**Pin map**

Pins as bars across the die edge, other pins in grey.
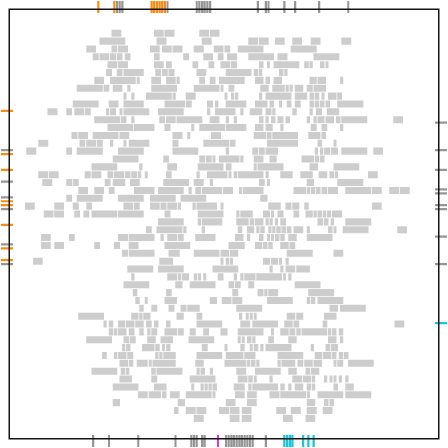
**Cells coloured by class**

Fill, decap, tap and diode cells in grey.
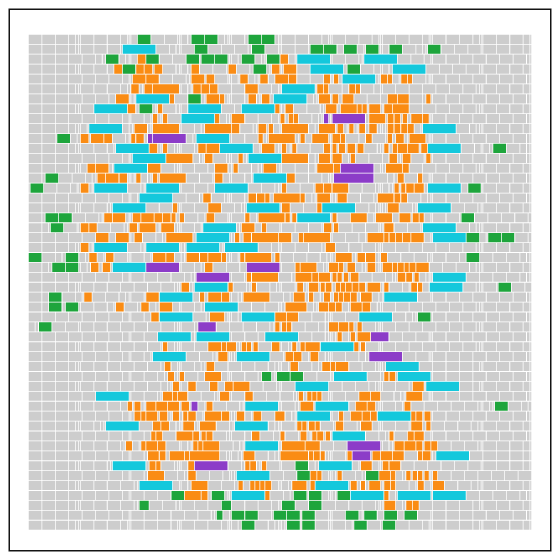
**Cell placement**

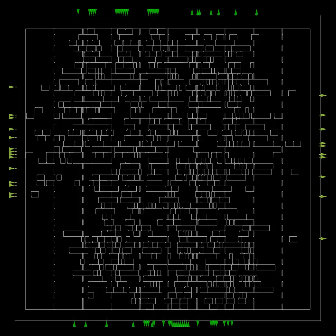
**Signal wires by layer**

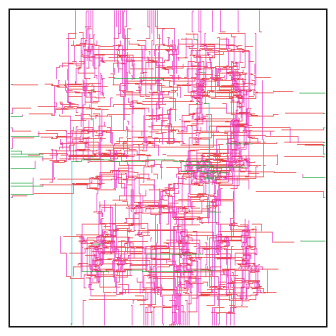
**Clock network drawn from the DEF**

Scale bar: 50 µm.
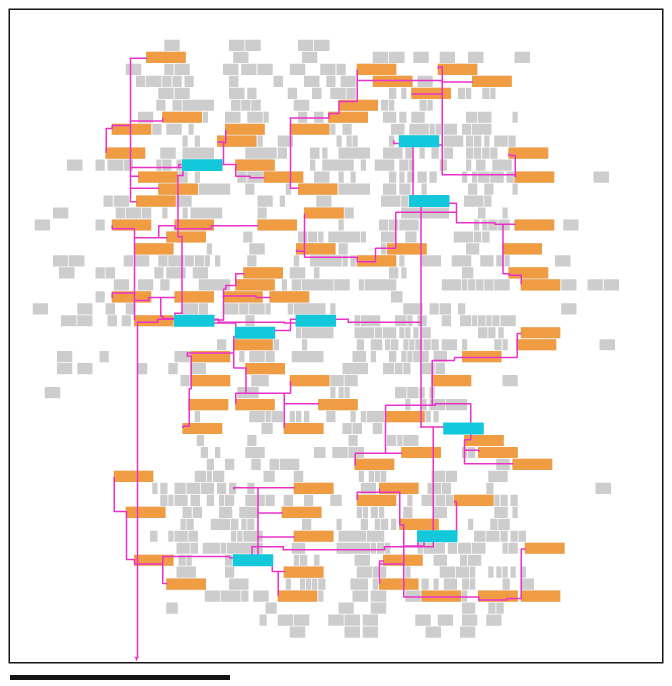
==> config.mk <==
export PLATFORM = sky130hd
export DESIGN_NAME = eight_bit_wallace_tree_final_accum
export DESIGN_NICKNAME = d
export VERILOG_FILES = /design/src/rtl/eight_bit_wallace_tree_final_accum_pkg.sv /design/src/rtl/one_bit_full_adder.sv /design/src/rtl/wallace_cpa_16.sv /design/src/rtl/eight_bit_wallace_tree_final_accum.sv
export SDC_FILE = /design/constraint.sdc
export NUM_CORES = 1
export LEC_CHECK = 0
export CORE_MARGIN = 5
export CORE_UTILIZATION = 29
export CTS_CLUSTER_DIAMETER = 80
export DETAILED_ROUTE_END_ITERATION = 10
export PLACE_DENSITY = 0.52
export SYNTH_ARGS = -nofsm -noshare
export SYNTH_HDL_FRONTEND = slang
export SYNTH_SLANG_ARGS = --single-unit
==> constraint.sdc <==
create_clock -name clk -period 8.8 [get_ports clk]
set_clock_uncertainty 0.2 [all_clocks]
set_input_delay 2.64 -clock clk [delete_from_list [all_inputs] [get_ports clk]]
set_output_delay 2.64 -clock clk [all_outputs]
set_load 0.02 [all_outputs]
==> notes.md <==
fresh numbers from the pnr run: Initial DRC Count 207, Stages on worst setup path 26, buffers and inverters on the worst path 4, DRC Markers 0, Comb area share ~46%, synthesized area per cell around 9.3 µm², CTS tree built, DP HPWL ~10,000 µm, Peak VDD IR 91.9 µV, largest net degree at the start of global routing ~90, Logic inverters slightly below 60, Netlist Area Pre-Place between 5000 and 6000 µm², crit path max fanout 9, final WL about 14,000 µm, vias in the first global route between 4,000 and 5,000, most used cell, CP fa_1, OpenROAD warnings 26, Setup-failing EPs final 0, Main power group clock, FP Util 29.5%, clock sinks approximately 80, min cycle time layout around 8 ns, hold path cells 2, GPL Wtd Cong 0.886, top cells by count dfrtp_1 (81), nand2b_1 (72), inv_1 (58), nand2_1 (47), nor2_1 (43), clkbuf count 14, chip area line of the yosys report 5530 µm², M1 GR Usage 18.6%, most frequent cells in the layout dfrtp_1 (81), clkdlybuf4s50_1 (75), nand2b_1 (72), Post-synth EDFFs 0, Ys Warns 0, WL met2 6380 µm, HP Class flop to flop, fin. max-slew vios 0, post-cts sizing count 0, Synth area leaders dfrtp_1 (37%), nand2b_1 (8.1%), mux2i_1 (6.9%), Max Cap Violations 0, post-CTS setup buffers 0, Num CTS Buffers 9, global routing met2 resource utilization 20.3%, status complete, no violations, Reg2Reg Depth 26, Fin Hold WS ~0.33 ns, final hold violation count 0, switching share of power about a quarter, CTS H-tree depth 3, count leader, synth dfrtp_1, Signal buf overhead 11.5%, first drt pass iteration count 5, fin crit share between 90% and 100%, initial antenna violation count 0, yosys cell count around 600, metal3 WL roughly 420 µm, Finished Layout Cells around 900, GR met3 Demand/Resource under 10%, antenna-violating nets left 0, CTS max path bufs 2, Synth Register Bits ~81, Routed WL per cell 15.1 µm, Power Internal around 0.69 mW, IO Count between 70 and 80, CP Capture Type flop, Final TNS setup 0 ns, Post-Route M1 WL between 6000 and 7000 µm, Comb pwr share roughly 15%, # hold bufs at CTS 0, first-pass GRT wire length between 20,000 and 25,000 µm, MI comb cells approximately 430
-- 'pin map' (at the start) --
cyan -> mac_count  # pins 8, direction output, edge 7 bottom, 1 right
orange -> row_c  # pins 16, direction input, edge 8 left, 8 top
magenta -> acc_ovf  # pins 1, direction output, edge bottom
Chip Width: 148 µm
die height: 148 µm
Port Buffers: 77

-- 'cells coloured by class' (at the start) --
green -> remaining buffers and delay cells  # cells 79
orange -> combinational and other logic  # cells 492
purple -> clock drivers and dummy loads  # cells 16
cyan -> sequential cells  # cells 81
CORE AREA: 18,800 µm²
post-layout instance area: 6760 µm²
FP Rows: 50
Final Util: 36.0%

-- 'cell placement' (at the start) --
tap cells: 234
seq_cells: 81
flop share of the area: 30.0%
# fillers: 1,934

-- 'signal wires by layer' (at the start) --
cyan -> metal 4  # wire length 231 µm
green -> metal 3  # wire length 422 µm
magenta -> metal 2  # wire length 6,380 µm
red -> metal 1  # wire length 6,620 µm
GR Util All Layers: 13.2%
vias: 4,297

-- 'clock network drawn from the DEF' (at the start) --
cyan -> clock drivers  # count 9
magenta -> clock wires  # length 1,250 µm
orange -> flip-flops  # count 81
routed clock nets = 10
Insertion Delay late pin: 0.34 ns
clock share of power: 42.4%

[cells by family after synthesis]
kind of cell / after synthesis / share of synthesized area [%]
adder cells (fa/ha/maj): 42 / 11.7
AND/OR/NAND/NOR: 225 / 21.6
multiplexers: 40 / 7.28
buffers and inverters: 83 / 6.78
flip-flops: 81 / 36.6
XOR/XNOR: 21 / 3.32
AND-OR/OR-AND: 106 / 12.8
[stage by stage]
step / setup WS (ns) / total power, mW / util, % / instance area, µm²
finish: 0.663 / 0.924 / 36.0 / 6760
global placement: 0.822 / 0.540 / 34.3 / 6450
global route: 0.220 / 0.972 / 36.0 / 6760
CTS: 0.638 / 0.941 / 36.0 / 6760
detailed placement: 0.676 / 0.542 / 34.3 / 6450
floorplan: 1.04 / 0.490 / - / 5530
No activity file was given, so power comes from the tool's default toggle rates.
